run_1/m1.png
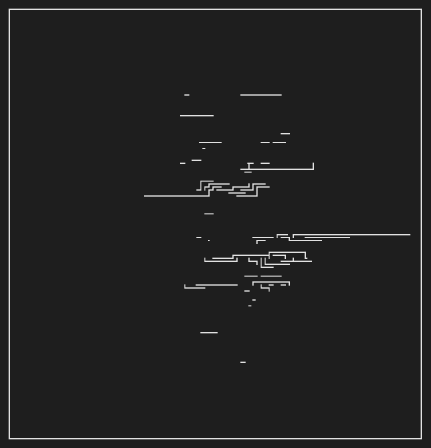
run_1/sizing.png
The bar under the picture is 10 µm long.
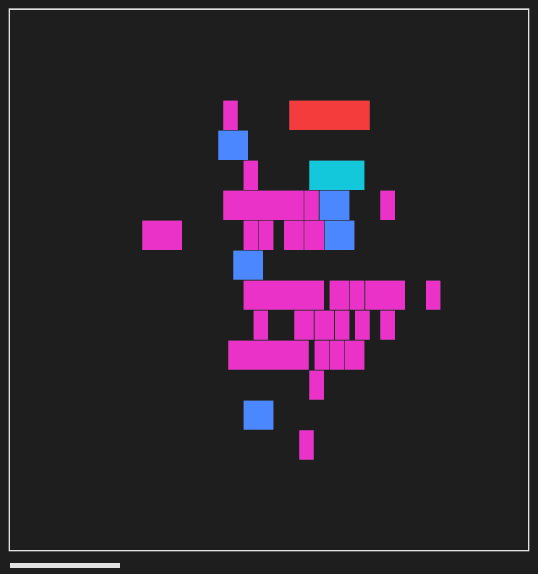
run_1/clock_nets.png
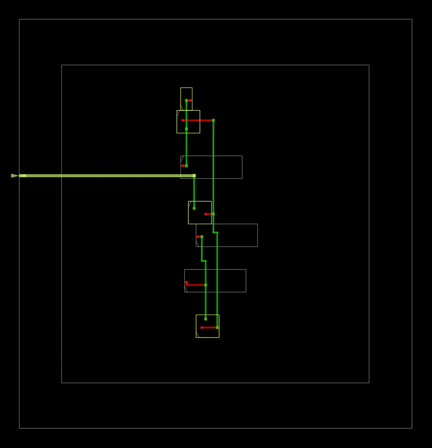
`src/rtl/machine_jk.sv`:
```
// ---------------------------------------------------------------------------
// machine_jk -- modulo-8 up/down counter built from three JK flip-flops.
//
// Ports
//   CLK    in   1  system clock, all state changes on the rising edge
//   RESET  in   1  synchronous active-low reset, forces S to 3'b000
//   x      in   1  direction: 0 = count up, 1 = count down
//   F      out  1  terminal-count flag (Mealy): up at 7 or down at 0
//   S      out  3  current count, S[2] = MSB
//
// jk_ff -- single JK flip-flop with synchronous active-low clear.
//
// Ports
//   clk_i    in   1  clock
//   rst_ni   in   1  synchronous active-low reset, forces q_o to 0
//   j_i      in   1  J input
//   k_i      in   1  K input
//   q_o      out  1  flip-flop state
// ---------------------------------------------------------------------------

module jk_ff (
  input  logic clk_i,
  input  logic rst_ni,
  input  logic j_i,
  input  logic k_i,
  output logic q_o
);

  logic q_q;
  logic q_d;

  // NOTE: every path assigns q_d after the default, so no latch is inferred.
  always_comb begin
    q_d = q_q;
    unique case ({j_i, k_i})
      2'b00:   q_d = q_q;
      2'b01:   q_d = 1'b0;
      2'b10:   q_d = 1'b1;
      2'b11:   q_d = ~q_q;
      default: q_d = q_q;
    endcase
  end

  // NOTE: state is updated with non-blocking assignments so all flops
  // sample their inputs from the same pre-edge values.
  always_ff @(posedge clk_i) begin
    if (!rst_ni) q_q <= 1'b0;
    else         q_q <= q_d;
  end

  assign q_o = q_q;

endmodule

module machine_jk (
  input  logic       CLK,
  input  logic       RESET,
  input  logic       x,
  output logic       F,
  output logic [2:0] S
);

  logic j_a;
  logic j_b;
  logic j_c;

  // A bit flips when every lower bit is at its terminal value for the
  // current direction (all ones going up, all zeros going down); XOR with x
  // folds both directions into the same carry/borrow chain.
  assign j_c = 1'b1;
  assign j_b = S[0] ^ x;
  assign j_a = (S[1] ^ x) & (S[0] ^ x);

  jk_ff u_ff_a (
    .clk_i  (CLK),
    .rst_ni (RESET),
    .j_i    (j_a),
    .k_i    (j_a),
    .q_o    (S[2])
  );

  jk_ff u_ff_b (
    .clk_i  (CLK),
    .rst_ni (RESET),
    .j_i    (j_b),
    .k_i    (j_b),
    .q_o    (S[1])
  );

  jk_ff u_ff_c (
    .clk_i  (CLK),
    .rst_ni (RESET),
    .j_i    (j_c),
    .k_i    (j_c),
    .q_o    (S[0])
  );

  // Terminal count depends on the live x, so it reacts between edges.
  assign F = (~x & (S == 3'd7)) | (x & (S == 3'd0));

endmodule

```
`config.mk`:
```
export PLATFORM = sky130hd
export DESIGN_NAME = machine_jk
export DESIGN_NICKNAME = d
export VERILOG_FILES = /design/src/rtl/machine_jk.sv
export SDC_FILE = /design/constraint.sdc
export NUM_CORES = 1
export LEC_CHECK = 0
export ABC_AREA = 1
export CAP_MARGIN = 20
export CORE_AREA = 5 5 42 44
export DETAILED_ROUTE_END_ITERATION = 10
export DIE_AREA = 0 0 47 49
export PLACE_DENSITY = 0.41
export RECOVER_POWER = 100
export SYNTH_ARGS = -nofsm -noshare
export SYNTH_HDL_FRONTEND = slang
export SYNTH_SLANG_ARGS = --single-unit
export TNS_END_PERCENT = 10
```
`constraint.sdc`:
```
create_clock -name CLK -period 1.8 [get_ports CLK]
set_input_delay 0.36 -clock CLK [delete_from_list [all_inputs] [get_ports CLK]]
set_output_delay 0.36 -clock CLK [all_outputs]
set_load 0.05 [all_outputs]
```
==> results_slide.txt, run 1 <==
Synthesis and Place & Route Summary

Final timing
  – Final worst setup slack: between 50 and 60 ps
  – Fmax: ~570 MHz
  – Final Skew: approximately 1.0 ps
  – Min cycle time layout: 1750 ps
  – RSZ-0062 raised after global routing: no
  – Max-slew violation count: 0
  – Final hold viol count: 0
  – Worst hold margin: 467.4 ps
  – Final setup TNS: 0 ps

Routing
  – Residual DRC: 0
  – Routed Antenna Nets: 0
  – Pre-antenna DRT Iters: 2
  – WL/cell: just over 7 µm
  – Via density: 3.220

Clocking
  – Clk_lat worst skew: around 230 ps
  – Cts bufs inserted: 3
  – CTS resizes: 0
  – Post-CTS Setup Repair Bufs: 0
  – CTS HTree Levels: 1
  – Clock-pin slew on the worst setup and hold paths: 40 ps

Setup path
  – Worst r2r dst: u_ff_a.q_o
  – CP startpoint kind: primary input
  – Crit. Startpoint: x
  – Crit path max fanout: 3
  – Reg2reg start: u_ff_c.q_o
  – Crit path capture type: output port
  – WP data arrival: 1390 ps
  – Flop-to-flop setup slack: 830 ps
  – Worst endpoint required time: ~1400 ps
  – End of the critical path: F

Floorplanning
  – Chip area: ~2300 µm²
  – Core Area: ~1400 µm²
  – Rows: 14
  – Init Core Util: 0.1196

Global routing
  – Vias in the first global route: 145
  – First-pass GRT wire length: between 500 and 600 µm
  – Largest net degree at the start of global routing: 6
  – Met3 Use GR: 0.04797
  – Met2 GRT Util: 0.04299
  – GR peak layer: met4
  – Total gr overflow: 0

Yosys
  – Synth top area share: 0.3582
  – Post-Synth XOR/XNOR Area: 0
  – Synth Area in Compound Gates: 0.05970
  – And+or+nand+nor area frac: 0.2761
  – Dominant comb cell: simple AND/OR/NAND/NOR gates
  – Syn_nets: 28
  – Adder Area Share: 0
  – Synth area leaders: dfxtp_1, buf_4, nand3_1, inv_1, nand2_1
  – Ys Warns: 0
  – Post-Synthesis Cell Area: 167.7 µm²

Place
  – PortBufs: 6
  – GPL Wtd Cong: approximately 0.63

Outcome
  – Status: finished, final reports clean

Min path
  – Hold Crit Class: reg -> reg
  – Hold Path Depth: 1

Power and ir drop
  – PD cells: 1037 nW/µm²
  – Overall power: 271.1 µW
  – Peak VDD IR: around 0.18 mV
  – Leak Pwr: 0.0001212 µW

Cells and area
  – Top Layout Cells: inv_1, nand2_1, nand3_1, clkbuf_4, clkbuf_1

Job
  – OpenROAD warnings: 26
Back to the opening pictures, m1.png:
longest straight run: 13.3 µm
main direction: horizontal
nets with wire on the layer: 31
met1 Usage GRT: 0.03516
final wirelength: 360 µm
via count: 161

Back to the opening pictures, sizing.png:
| color | size | cells | share |
|---|---|---|---|
| blue | x3 and x4 | 5 | 15% |
| cyan | x2 | 1 | 2.9% |
| red | x6 and larger | 1 | 2.9% |
| magenta | x1 and smaller | 27 | 79% |
post-route cell area: 261.5 µm²
Area Growth Syn to Fin: 55.97%

Back to the opening pictures, clock_nets.png:
clock group total power: 116 µW
flop count: 3

-- run 1: flip-flops by register name, indices dropped and copies added (netlist names) --
name        cells
u_ff_b.q_o      1
u_ff_c.q_o      1
u_ff_a.q_o      1
-- run 1: Yosys cell counts (all sizes together) --
master / n
a21oi: 2
buf: 3
dfxtp: 3
inv: 5
mux2i: 1
nand2: 5
nand3: 4
nor2: 2
-- run 1: per-stage QoR --
stage / utilization / cells
after floorplan: - / 25
after global placement: 0.1732 / 46
after detailed placement: 0.1732 / 46
after CTS: 0.1920 / 50
after global routing: 0.1866 / 50
final: 0.1866 / 50
-- run 1: kinds of logic (layout without fill, tap and decap cells) --
kind of cell / Yosys count / count (layout)
AND/OR/NAND/NOR: 11 / 11
AND-OR/OR-AND: 2 / 2
multiplexers: 1 / 1
buffers and inverters: 8 / 17
flip-flops: 3 / 3
-- run 1: where the power goes --
group          total (µW)  leakage, µW  internal [µW]  switching, µW
Combinational        75.3    0.0000813           26.8           48.5
Clock                 116    0.0000150           83.0           33.4
Sequential           79.4    0.0000250           73.2           6.15
Total                 271     0.000121            183           88.0
-- run 1: critical path: stages --
cell and delay [ps]:
clkdlybuf4s50_1 500, nand3_1 130, mux2i_2 230, buf_12 170
-- run 1: layer usage --
metal  wire length [µm]  vias up
met5                  0        -
met3                 54        0
met2                166        5
met1                139       65
li1                   -       91
met4                  0        0
-- run 1: area by class of cell --
type                    instances  area [µm²]
clock buffers                   4       26.28
fillers                       175        1140
inverters                       5       18.77
multi-input cells              14       70.07
flip-flops and latches          3       60.06
well taps                      16       20.02
repair buffers                  8       66.31
run_1/layers.png
Only two layers are drawn.
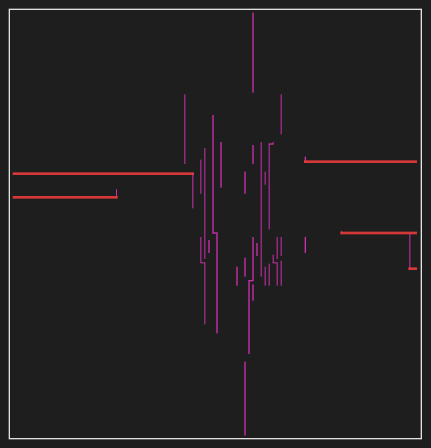

## Run 2: what changed since run 1
--- a/config.mk
+++ b/config.mk
@@ -12,6 +12,7 @@
 export DIE_AREA = 0 0 47 49
 export PLACE_DENSITY = 0.41
 export RECOVER_POWER = 100
+export REMOVE_ABC_BUFFERS = 1
 export SYNTH_ARGS = -nofsm -noshare
 export SYNTH_HDL_FRONTEND = slang
 export SYNTH_SLANG_ARGS = --single-unit
run_2/layers.png
Only two layers are drawn.
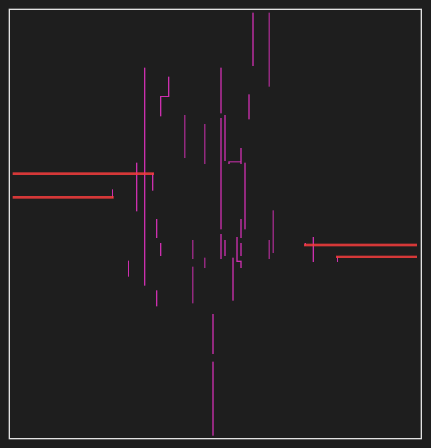
| color | layer | wire length |
|---|---|---|
| red | M3 | 48.8 µm |
| magenta | M2 | 151 µm |
GR Util All Layers: 0.03868
WL/cell: 6.714 µm
final wirelength: 329 µm
via count: 166

==> results_slide.txt, run 2 <==
Synthesis and Place & Route Summary

Outcome
  – Status: finished, final reports clean

Cells and area
  – Layout fillers: between 150 and 200
  – Logic area: around 71 µm²
  – Final cell count without fillers: 49
  – Area Growth Syn to Fin: 53.73%
  – Post-route cell area: 257.7 µm²
  – Top Layout Cells: inv_1, nand2_1, clkbuf_4, clkbuf_1
  – Layout cells sized above 1: 0.1818
  – Seq. cell area: 60.06 µm²
  – ANT cells: 0

Global routing
  – Largest net degree at the start of global routing: 6
  – Vias in the first global route: around 170
  – Met2 GRT Util: 0.04977
  – Met3 Use GR: 0.02583
  – Met1 Usage GRT: 0.03063
  – First-pass GRT wire length: about 570 µm
  – Total gr overflow: 0
  – GR peak layer: met4
  – Antenna violations before repair: 0

Clocking
  – Clk_lat worst skew: roughly 230 ps
  – CTS HTree Levels: 1
  – Clock-pin slew on the worst setup and hold paths: roughly 30 ps
  – Cts bufs inserted: 3
  – # hold bufs at CTS: 0

Place
  – PortBufs: 6
  – Placed instance count: approximately 45
  – HPWL reported at the end of detailed placement: 281.7 µm
  – GPL Wtd Cong: approximately 0.67

Setup path
  – Crit path max fanout: 5
  – Worst endpoint required time: 1440 ps
  – Reg2reg start: u_ff_c.q_o
  – Crit. Startpoint: u_ff_c.q_o
  – CP startpoint kind: flop
  – Crit path capture type: output port
  – WP data arrival: roughly 1200 ps

Final timing
  – Max-slew violation count: 0
  – Cycle use final: 0.8487
  – Final setup TNS: 0 ps
  – Final Skew: around 0.64 ps
  – Final hold viol count: 0
  – Min cycle time layout: 1528 ps
  – RSZ-0062 raised after global routing: no
  – Fmax: about 650 MHz

Yosys
  – Synth top area share: 0.3582
  – Area reported by Yosys stat: roughly 170 µm²
  – And+or+nand+nor area frac: 0.2761
  – Main synth FF type: dfxtp_1
  – Ys Warns: 0
  – Synth area leaders: dfxtp_1, buf_4, nand3_1, inv_1, nand2_1
  – Post-Synth XOR/XNOR Area: 0
  – Cell count after synthesis: 25
  – Synth async-reset ratio: 0
  – Synth Area in Compound Gates: 0.05970
  – Adder Area Share: 0
  – Post-Synthesis Cell Area: ~170 µm²
  – EDFF count, synth: 0
  – Dominant comb cell: simple AND/OR/NAND/NOR gates
  – Post-synth top cells: inv_1, nand2_1, nand3_1, buf_4, dfxtp_1

Power and ir drop
  – Leak Pwr: ~0.00013 µW
  – PD cells: 1026 nW/µm²
  – Overall power: between 200 and 300 µW
  – Peak VDD IR: ~0.21 mV

Floorplanning
  – Chip area: 2303 µm²
  – Core Area: between 1000 and 1500 µm²
  – Die Y: 49 µm
  – Rows: 14
  – Init Core Util: 0.1196

Routing
  – Pre-antenna DRT Iters: 2
  – Initial DRC Count: 3
  – Via density: ~3.4
  – Routed Antenna Nets: 0
  – Residual DRC: 0

Job
  – OpenROAD warnings: 25

Min path
  – Hold Path Depth: 1
  – Hold Crit Class: reg -> reg
run_2/m1.png
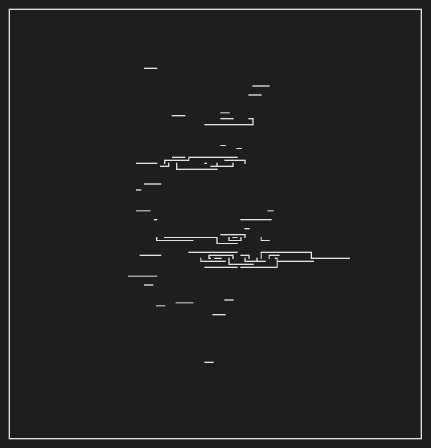
wire length on this layer: 129 µm
share of all routed wire: 39%
main direction: horizontal
nets with wire on the layer: 29

[run 2: cell counts after synthesis]
Identical to the previous run, type by type.
[run 2: per-stage QoR]
stage                     setup WS [ps]  utilization  hold slack (ps)
after global routing              174.3       0.1839            530.4
after CTS                         1.697       0.1866            476.2
after detailed placement          10.36       0.1679            468.1
after floorplan                  -261.4            -            480.8
final                             272.4       0.1839            477.2
after global placement            17.57       0.1679            463.5
[run 2: power breakdown]
group / leakage, µW / internal [µW] / total [µW] / switching [µW]
combinational: 0.0000877 / 23.4 / 71.6 / 48.2
sequential: 0.0000250 / 73.3 / 79.4 / 6.13
clock: 0.0000150 / 82.8 / 113 / 30.7
[run 2: cell families after synthesis]
family | count (synthesis)
and+or+nand+nor | 11
AOI/OAI and AO/OA | 2
buffers and inverters | 8
muxes | 1
DFF | 3
[run 2: repair_timing]
action                     CTS  global route
setup buffers                0             0
gates resized                0             3
setup endpoints to repair    0             1
[run 2: layout make-up]
cell class,count,area share
clock buffer,4,0.1019
inverter,5,0.07282
multi-input combinational,14,0.2767
sequential,3,0.2330
tap,16,0.07767
timing repair buffer,7,0.2379
[run 2: worst paths after layout]
| kind | end | slack, ps |
|---|---|---|
| max | F | 270 |
| min reg2reg | u_ff_c.q_o | 480 |
| min | u_ff_c.q_o | 480 |
| max reg2reg | u_ff_a.q_o | 840 |
[run 2: worst max-delay path, stage by stage, from the launching register on]
cell and delay, ps:
dfxtp_1 390, nand3_1 120, mux2i_1 250, buf_12 180
[run 2: layer usage]
metal  wire length [µm]  vias to the layer above
met5                  0                        -
met1                129                       71
li1                   -                       91
met2                151                        4
met3                 48                        0
met4                  0                        0
run_2/m2.png
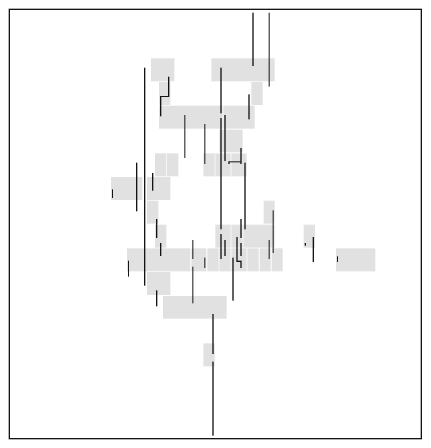

## Run 3: what changed since run 2
--- a/config.mk
+++ b/config.mk
@@ -10,7 +10,7 @@
 export CORE_AREA = 5 5 42 44
 export DETAILED_ROUTE_END_ITERATION = 10
 export DIE_AREA = 0 0 47 49
-export PLACE_DENSITY = 0.41
+export PLACE_DENSITY = 0.42
 export RECOVER_POWER = 100
 export REMOVE_ABC_BUFFERS = 1
 export SYNTH_ARGS = -nofsm -noshare
==> constraint.sdc (replaced) <==
create_clock -name CLK -period 1.3 [get_ports CLK]
set_input_delay 0.26 -clock CLK [delete_from_list [all_inputs] [get_ports CLK]]
set_output_delay 0.26 -clock CLK [all_outputs]
set_load 0.05 [all_outputs]
run_3/m2.png
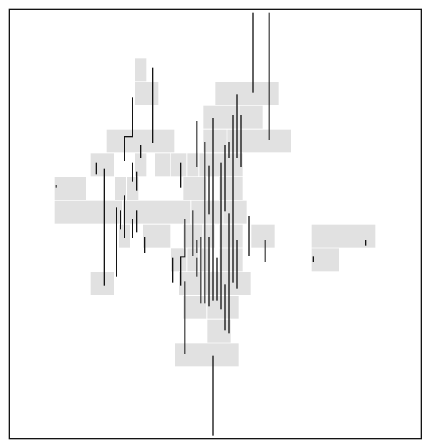
nets with wire on the layer: 40
share of all routed wire: 55%
longest straight run: 20.7 µm
main direction: vertical
wire length on this layer: 279 µm
via count: 208
final wirelength: 506 µm
met2 GRT Util: 0.08371

==> results_slide.txt, run 3 <==
Synthesis and Place & Route Summary

Outcome
  – Status: complete, but fails checks
  – Violated checks: negative setup slack

Clocking
  – # hold bufs at CTS: 0
  – Clock-pin slew on the worst setup and hold paths: around 40 ps
  – CTS sink count: 3
  – Cts bufs inserted: 3
  – CTS HTree Levels: 1
  – Clk_lat worst skew: 230 ps

Routing
  – Routed Antenna Nets: 0
  – Pre-antenna DRT Iters: 3
  – Via density: about 3.5
  – Initial DRC Count: 2
  – WL/cell: 8.433 µm

Yosys
  – Synth area leaders: dfxtp_1, buf_4, nand3_1, inv_1, nand2_1
  – Synth async-reset ratio: 0
  – Post-synth top cells: inv_1, nand2_1, nand3_1, buf_4, dfxtp_1
  – Area reported by Yosys stat: ~170 µm²
  – Cell count after synthesis: 25
  – Synth top area share: 0.3582
  – Ys Warns: 0
  – EDFF count, synth: 0
  – Post-Synthesis Cell Area: approximately 170 µm²

Power and ir drop
  – Combinational share of power: 0.405
  – Leak Pwr: 0.0001967 µW
  – Switch Pwr: roughly 150 µW
  – PD cells: between 1000 and 1500 nW/µm²
  – Peak VDD IR: around 0.37 mV
  – Cell Int Power: between 300 and 400 µW
  – Overall power: between 400 and 500 µW
  – Clock power share: 0.349
  – Switch share: 0.3123

Job
  – OpenROAD warnings: 27

Floorplanning
  – Rows: 14
  – Core Area: between 1000 and 1500 µm²
  – Init Core Util: 0.1196
  – Chip area: between 2000 and 2500 µm²
  – Die Y: roughly 49 µm

Final timing
  – Final Skew: about 1.5 ps
  – Fmax: about 740 MHz
  – Final worst setup slack: -59.97 ps
  – RSZ-0062 raised after global routing: yes
  – Final hold viol count: 0
  – Cycle use final: 1.046
  – Final setup TNS: -59.97 ps
  – Final setup vio count: 1
  – Max-slew violation count: 0
  – Min cycle time layout: about 1400 ps

Place
  – GPL Wtd Cong: 0.6129
  – Placed instance count: roughly 48
  – Dpl ws: -285.8 ps

Cells and area
  – Post-route cell area: 411.6 µm²
  – Final cell count without fillers: 60
  – Area Growth Syn to Fin: 145.5%
  – ANT cells: 0
  – Top Layout Cells: buf_4, nand2_1, buf_12
  – Layout cells sized above 1: 0.6591
  – Final design utilization: 0.2938

Global routing
  – Antenna violations before repair: 0
  – GR Util All Layers: 0.05285
  – Largest net degree at the start of global routing: 5
  – Total gr overflow: 0

Setup path
  – Worst endpoint required time: 1040 ps
  – Crit path max fanout: 3
  – Slowest cell on crit path: dfxtp_2
  – Crit path capture type: output port
  – CP cell instances: inv_2, nand3_2, mux2i_2, buf_12
  – Critical Path Max Stage Delay: roughly 330 ps
  – Worst r2r dst: u_ff_b.q_o
  – CP startpoint kind: flop
  – Reg2reg start: u_ff_b.q_o
  – WP data arrival: around 1100 ps

Min path
  – Hold Path Depth: 1
  – Hold Crit Class: reg -> reg
run_3/sizing.png
The bar under the picture is 10 µm long.
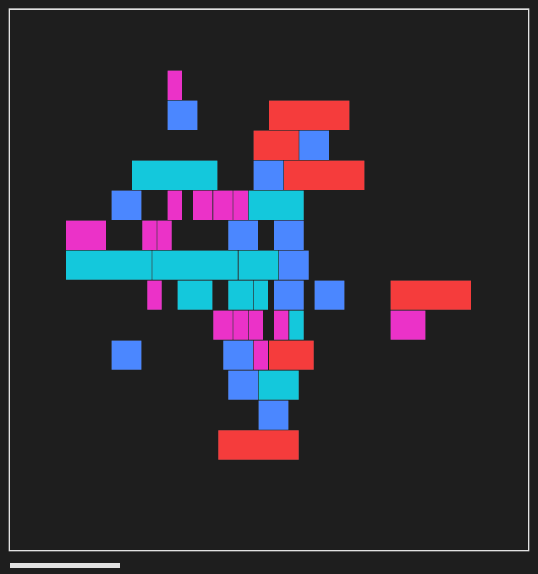
| color | size | cells | share |
|---|---|---|---|
| cyan | x2 | 10 | 23% |
| blue | x3 and x4 | 13 | 30% |
| magenta | x1 and smaller | 15 | 34% |
| red | x6 and larger | 6 | 14% |

[run 3: cell counts after synthesis]
No cell type changed its count.
[run 3: logic make-up (layout without fill, tap and decap cells)]
group,count (synthesis),after routing,share of synthesized area
buffers and inverters,8,27,0.2463
DFF,3,3,0.3582
muxes,1,1,0.05970
AOI/OAI and AO/OA,2,2,0.05970
and+or+nand+nor,11,11,0.2762
[run 3: power by group through the flow]
stage	clock network (µW)	registers (µW)	logic (µW)
floorplan	0	140	36.7
global placement	0	113	143
detailed placement	0	112	144
CTS	173	115	179
global route	181	116	199
finish	163	115	189
[run 3: worst max-delay path by stage]
| stage | slack (ps) | start | to |
|---|---|---|---|
| 2_1_floorplan | -660 | u_ff_c.q_o | F |
| 3_3_place_gp | -260 | x | F |
| 3_5_place_dp | -290 | x | F |
| 4_1_cts | -60 | u_ff_b.q_o | F |
| 5_1_grt | -90 | u_ff_b.q_o | F |
| 6_report | -60 | u_ff_b.q_o | F |
[run 3: layout make-up]
| type | count | area (µm²) |
|---|---|---|
| timing repair buffer | 18 | 196.4 |
| tap | 16 | 20.02 |
| clock buffer | 4 | 26.28 |
| inverter | 5 | 18.77 |
| multi-input combinational | 14 | 86.33 |
| sequential | 3 | 63.81 |
| fill | 160 | 989.7 |
[run 3: layer usage]
metal	wire length (µm)	global-route usage
met5	0	0
met4	0	0.04147
met3	31	0.02214
met2	279	0.08371
met1	195	0.05066
[run 3: critical path: cells and delay by family (launching register included)]
family	cells	cell delay, ps
buffers and inverters	2	230
muxes	1	220
and+or+nand+nor	1	90
DFF	1	330
[run 3: what timing repair did]
action / 4_1_cts / 5_1_grt
setup buffers: 8 / 0
setup endpoints to repair: 1 / 2
pin swaps: 1 / 1
resized: 9 / 4
No activity file was given, so power comes from the tool's default toggle rates.
